Run 1, sequential cells grouped by signal name:
Scale: 4 px per um. Other sequential cells in the stronger gray, the rest of the logic in the fainter gray.
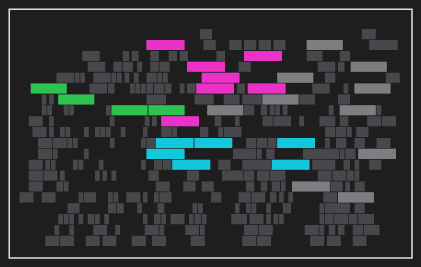
Run 1, routed metal, one color a layer:
Scale: 4 px per um.
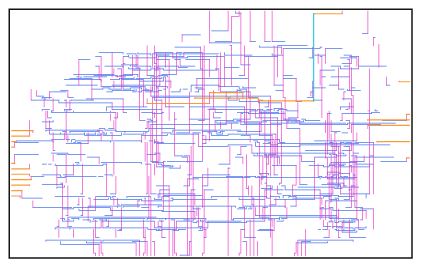
Run 1, pin map:
Scale: 4 px per um. Pins as bars across the die edge, other pins in gray.
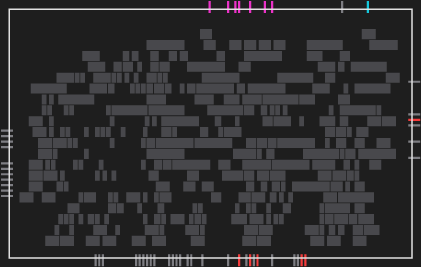
==> config.mk <==
export PLATFORM = sky130hd
export DESIGN_NAME = seg_scan_ctrl
export DESIGN_NICKNAME = d
export VERILOG_FILES = /design/src/rtl/seg_scan_ctrl.sv
export SDC_FILE = /design/constraint.sdc
export NUM_CORES = 1
export LEC_CHECK = 0
export ABC_AREA = 1
export CAP_MARGIN = 5
export CELL_PAD_IN_SITES_DETAIL_PLACEMENT = 0
export CELL_PAD_IN_SITES_GLOBAL_PLACEMENT = 1
export CORE_ASPECT_RATIO = 0.6
export CORE_MARGIN = 2
export CORE_UTILIZATION = 30
export CTS_CLUSTER_DIAMETER = 50
export CTS_CLUSTER_SIZE = 12
export DETAILED_ROUTE_END_ITERATION = 10
export MAX_ROUTING_LAYER = met4
export PLACE_DENSITY_LB_ADDON = 0.1
export SYNTH_ARGS = -nofsm -noshare
export SYNTH_HDL_FRONTEND = slang
export SYNTH_SLANG_ARGS = --single-unit
==> constraint.sdc <==
create_clock -name clk -period 1.5 [get_ports clk]
set_input_delay 0.3 -clock clk [delete_from_list [all_inputs] [get_ports clk]]
set_output_delay 0.3 -clock clk [all_outputs]
set_load 0.01 [all_outputs]
==> results.toml, run 1 <==
# flow metrics
[run_status]
status = "complete, but fails checks"
violations = "negative setup slack"

[die]
fp-utilization_pct = 32.09
num_rows = 20
core_area_mm2 = 0.005205
io_pins = 53
dieArea_mm2 = 0.006200

[cells_and_area]
final_cells = 349
fin_nets = 333
largest_register_ffs = 7
diodes = 0
design_area_mm2 = 0.002540

[pwr]
netSwitchingPower_mw = 2.001
p_comb_share_pct = 63.0
sequentialPowerShare_pct = 27.5
switching_share_pct = 45.14
leakage_nw = 1.173
power.internal_mw = 2.432
max-vdd-ir-drop_v = 0.0006417
power.share.clock_pct = 9.5
p_per_area_mw_per_mm2 = 1746

[place]
placed_area_mm2 = 0.002391
io_buffer_count = 52
gp_congestion = 0.7572
dp_cells = 342
dp_slack_ns = -0.05486
dp_hpwl_um = 3346

[routing]
drcViolationCount = 0
drt-initial-drc-count = 72
vias_per_cell = 4.496
ant_nets = 0
firstDrtPassIters = 4

[global_route]
gr-usage-met2_pct = 23.20
grt_first_pass_wirelength_um = 7134
grt_pass1_vias = 1534
grtUsageMet3_pct = 3.579
grt-ovfl-total = 0
antenna_found_initial = 0
grt_start_max_net_pins = 28
busiest_layer = "met2"

[timing]
post-route-min-period_ns = 1.517
drv_slew = 0
grt_setup_unrepaired = "yes"
setup_violations = 2
finalCritPeriodShare_pct = 101.1
layout_setup_ws_ns = -0.01705
fmax_mhz = 659.2
finalClockSkew_ns = 0.01114
slew_headroom_pct = 79.65
worst_pin_slew_ns = 0.3043
hold_viol = 0

[setup_path]
cp-end-kind = "flop"
ff2ff_setup_slack_ns = -0.02
r2r_cells = 8
critPathKind = "flop to flop"
crit_path_start_kind = "flop"
cp_data_arrival_time_ns = 1.71
crit_fanout = 13
required_ns = 1.69

[clock_tree]
cts_made_buffers = 3
htree_levels = 1
hold_buffers = 0
cts_buffer_depth = 2
clk_pin_slew_ns = 0.10
clock_latency_ns = 0.28
cts_num_sinks = 27
cts_tree = "yes"

[yosys]
synth_flop_count = 27
yosysWarningCount = 0
syn_area_mm2 = 0.001670
synth-edff-count = 0
synth_cell_types = 27
flop_cell = "dfrtp_1"
most_common_cell = "nand2_1"
largest_area_cell = "dfrtp_1"
synth_cells = 212
ys_area_mm2 = 0.001670
yosys.stat.seqShare_pct = 41.42

[flow_run]
timing.max_cap.violations = 0
tool_warnings = 33

[worst_hold_path]
hp-class = "input pin to asynchronous set/reset pin"
Notes on 'sequential cells grouped by signal name' above:
| color | signal | placed flops | where |
|---|---|---|---|
| green | `r_nib` | 4 | middle left |
| magenta | `seg` | 7 | top center |
| cyan | `an` | 6 | center |
sequential share of cell area: 27.34%
P_seq: 1.22 mW
Flop area: 694.4 um^2

Notes on 'routed metal, one color a layer' above:
| color | layer | wire length |
|---|---|---|
| orange | met3 | 129 um |
| blue | met1 | 2350 um |
| cyan | met4 | 21.8 um |
| magenta | met2 | 1770 um |
GRT Total Usage: 15.15%
DR WL/cell: 12.22 um
vias post-DR: 1569
final wirelength: 4266 um

Notes on 'pin map' above:
| color | port | pins | direction | edge |
|---|---|---|---|---|
| cyan | `resetn` | 1 | input | top |
| red | `blink_mask` | 6 | input | 5 bottom, 1 right |
| magenta | `seg` | 7 | output | top |
DIE HEIGHT: 61.80 um
die width: 100.3 um

run 1: critical path, stage by stage (launching register included):
cell	delay [ns]
dfrtp_2	0.49
nand2_1	0.11
inv_2	0.05
ha_4	0.18
a21oi_2	0.13
nand2_2	0.08
a21oi_4	0.14
buf_12	0.14
nand4_1	0.10
run 1: stage by stage:
| step | power, mW | hold WS (ns) | setup TNS, ns |
|---|---|---|---|
| 2_1_floorplan | 2.876 | 0.004409 | 0 |
| 3_3_place_gp | 3.778 | 0.4975 | -0.1041 |
| 3_5_place_dp | 3.776 | 0.5072 | -0.5804 |
| 4_1_cts | 4.236 | 0.3665 | -0.005107 |
| 5_1_grt | 4.871 | 0.3683 | -1.188 |
| 6_report | 4.434 | 0.3558 | -0.01727 |
run 1: what timing repair did:
item	in CTS	in global routing
endpoints found under the setup margin	30	21
pin swaps	0	3
resized	20	20
setup buffers	1	0
gates cloned	0	2
run 1: kinds of logic after synthesis:
group                      share of synthesized area [%]
buffers and inverters                              8.989
muxes                                              1.348
adders and majority gates                          7.491
xor gates and xnor gates                           1.049
and+or+nand+nor                                    31.69
DFF                                                41.42
AOI/OAI and AO/OA                                  8.016
run 1: placed cells by master, fill, tap and decap left out, types with 2 or more instances in the layout:
cell / count
dfstp_2: 13
nand4_1: 15
inv_2: 5
dlygate4sd2_1: 13
nand3_1: 8
o21ai_0: 8
nor2_4: 2
buf_6: 2
nor2_1: 22
dfrtp_2: 2
inv_1: 18
buf_12: 2
ha_1: 9
nand3_2: 3
clkdlybuf4s50_1: 39
a21oi_1: 3
buf_4: 16
nand2_2: 2
nand2_1: 58
mux2_2: 2
nor2_2: 3
nand2_4: 2
clkbuf_8: 3
dfrtp_1: 12
a21oi_2: 5
xor2_1: 2
run 1: power groups by stage:
stage               clock [mW]  sequential, mW  combinational [mW]
finish                   0.423            1.22                2.79
global placement             0            1.22                2.56
detailed placement           0            1.24                2.54
floorplan                    0            1.23                1.64
global route             0.472            1.26                3.14
CTS                      0.437            1.21                2.58
run 1: layout make-up:
type / count / area (um^2)
clock inverter: 1 / 7.507
timing repair buffer: 74 / 706.9
inverter: 23 / 86.33
multi-input combinational: 155 / 920.9
fill: 545 / 2665
clock buffer: 3 / 41.29
sequential: 27 / 694.4
tap: 66 / 82.58
run 1: routing by layer:
metal | share of wire [%] | vias up | wire (um)
li1 | - | 828 | -
met1 | 55 | 716 | 2345
met2 | 41 | 23 | 1770
met3 | 3.0 | 2 | 128
met4 | 0.49 | 0 | 21
met5 | 0 | - | 0
Run 1, track usage over the die:
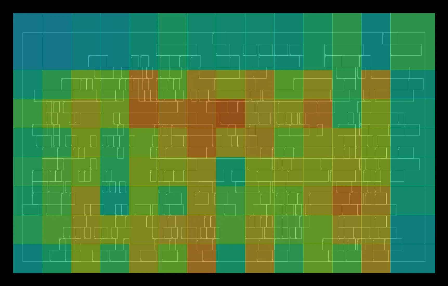

==> run 1 -> run 2 <==
- PLACE_DENSITY: default -> 0.76
- PLACE_DENSITY_LB_ADDON: 0.1 -> default
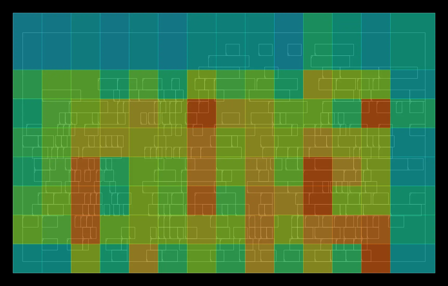
Run 2: track usage over the die
DR WL/cell: 12.26 um
met1 Use GR: 20.48%
met2 global-route usage: 23.30%
met3 GRT Util: 3.691%
GRT Total Usage: 15.00%

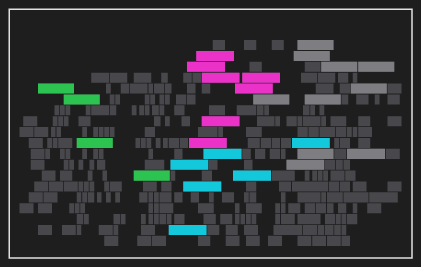
Run 2: sequential cells grouped by signal name
Scale: 4 px per um. Other sequential cells in the stronger gray, the rest of the logic in the fainter gray.
| color | signal | placed flops |
|---|---|---|
| cyan | `an` | 6 |
| magenta | `seg` | 7 |
| green | `r_nib` | 4 |
not colored: 10
sequential share of cell area: 26.85%
Core Util, Final: 49.69%
P_seq: 1.20 mW

==> run 2 against run 1 <==
Compared with the run above: the run still ends with negative setup slack left; clock skew fell by 0.0050 ns; hold slack improved by 0.010 ns; highest routed layer unchanged; die size did not move; core utilization rose by 0.89 points; total power rose by 1.9%; maximum frequency fell by 0.87%; sequential share of layout area fell by 0.49 points; combinational power rose by 4%; sequential power barely moved; largest cell class unchanged.
==> results.toml, run 2 <==
# flow metrics
[global_route]
grt_first_pass_wirelength_um = 6920
grt_start_max_net_pins = 28
grt-ovfl-total = 0

[timing]
layout_setup_ws_ns = -0.03030
fmax_mhz = 653.5
finalClockSkew_ns = 0.006130
setup_violations = 10
drv_slew = 0
hold_viol = 0
finalCritPeriodShare_pct = 102.0
post-route-min-period_ns = 1.530

[routing]
drt-initial-drc-count = 39
drcViolationCount = 0
wirelength_um = 4353
ant_nets = 0
num_vias = 1621
firstDrtPassIters = 4
vias_per_cell = 4.566

[pwr]
leakage_nw = 1.210
sequentialPowerShare_pct = 26.7
max-vdd-ir-drop_v = 0.0005690
switching_share_pct = 44.28
power.share.clock_pct = 9.5
power.internal_mw = 2.518
p_per_area_mw_per_mm2 = 1747

[yosys]
ys_area_mm2 = 0.001670
syn_area_mm2 = 0.001670
aoi_share_pct = 8.015
synthTopLogicFamily = "simple AND/OR/NAND/NOR gates"
synth.mux.area_fraction_pct = 1.348
synth_cells = 212
synth-edff-count = 0
largest_area_cell = "dfrtp_1"
synth_flop_count = 27
flop_cell = "dfrtp_1"
most_common_cell = "nand2_1"
xor_share_pct = 1.049

[cells_and_area]
final_cell_mix = "57 x nand2_1, 39 x clkdlybuf4s50_1, 25 x nor2_1, 22 x buf_4, 20 x inv_1"
design_area_mm2 = 0.002586
lay_top_count = "nand2_1"
diodes = 0
final_cells = 355
largest_register_ffs = 7
fin_nets = 339

[die]
num_rows = 20
die_y_um = 61.80
dieArea_mm2 = 0.006200

[clock_tree]
clock_latency_ns = 0.28
hold_buffers = 0
cts_buffer_depth = 2
cts_made_buffers = 3
cts_tree = "yes"

[run_status]
status = "complete, but fails checks"
violations = "negative setup slack"

[setup_path]
cp_data_arrival_time_ns = 1.73
ff2ff_setup_slack_ns = -0.03
required_ns = 1.70
r2r_cells = 7
worstPathCellList = "inv_2 > buf_6 > nor3_4 > a21oi_2 > a21oi_4 > buf_12 > nand4_1"
cp-end-kind = "flop"
slowest_delay_ns = 0.40
critical_path.slowest_cell = "dfrtp_1"
crit_fanout = 13

[worst_hold_path]
hp-class = "input pin to asynchronous set/reset pin"

[place]
gp_congestion = 0.8069
placed_area_mm2 = 0.002401

[flow_run]
timing.max_cap.violations = 0
tool_warnings = 33
[run 2: worst max-delay path: cells and delay by family (launching register included)]
kind | cells | cell delay [ns]
DFF | 1 | 0.40
and+or+nand+nor | 2 | 0.39
buffers and inverters | 3 | 0.38
AOI/OAI and AO/OA | 2 | 0.28
[run 2: routing by layer]
metal  wire [um]  share of wire [%]  vias to the layer above  GRT usage, %
li1            -                  -                      839             -
met1        2304                 53                      746         20.48
met2        1843                 42                       34         23.30
met3         195                4.5                        2         3.691
met4          10               0.23                        0         2.348
met5           0                  0                        -             -
[run 2: layout make-up]
type	count	area, um^2
Multi-Input combinational cell	155	919.6
Tap cell	66	82.58
Timing Repair Buffer	80	754.5
Sequential cell	27	694.4
Clock inverter	1	7.507
Fill cell	485	2619
Inverter	23	86.33
Clock buffer	3	41.29
[run 2: stage by stage]
stage / hold slack, ns / power, mW / utilization, %
after detailed placement: 0.5112 / 3.655 / 46.13
final: 0.3658 / 4.519 / 49.69
after global routing: 0.3791 / 4.953 / 49.69
after global placement: 0.4960 / 3.651 / 46.13
after floorplan: 0.004409 / 2.876 / -
after CTS: 0.3692 / 4.267 / 47.96
[run 2: logic make-up (layout without fill, tap and decap cells)]
logic type	Yosys count	count (layout)
AOI/OAI and AO/OA	22	22
xor gates and xnor gates	2	2
adders and majority gates	10	10
buffers and inverters	31	107
DFF	27	27
muxes	2	2
and+or+nand+nor	118	119
[run 2: power groups by stage]
stage | clock network (mW) | registers [mW] | logic [mW]
2_1_floorplan | 0 | 1.23 | 1.64
3_3_place_gp | 0 | 1.23 | 2.42
3_5_place_dp | 0 | 1.23 | 2.43
4_1_cts | 0.445 | 1.21 | 2.61
5_1_grt | 0.477 | 1.24 | 3.24
6_report | 0.429 | 1.20 | 2.89
[run 2: timing repair]
action                     in CTS  in global routing
gates cloned                    0                  1
setup endpoints to repair      30                 21
pin swaps                       2                 19
setup buffers                   3                  2
gates resized                  17                 20
Power is estimated from default activity; no workload was simulated.
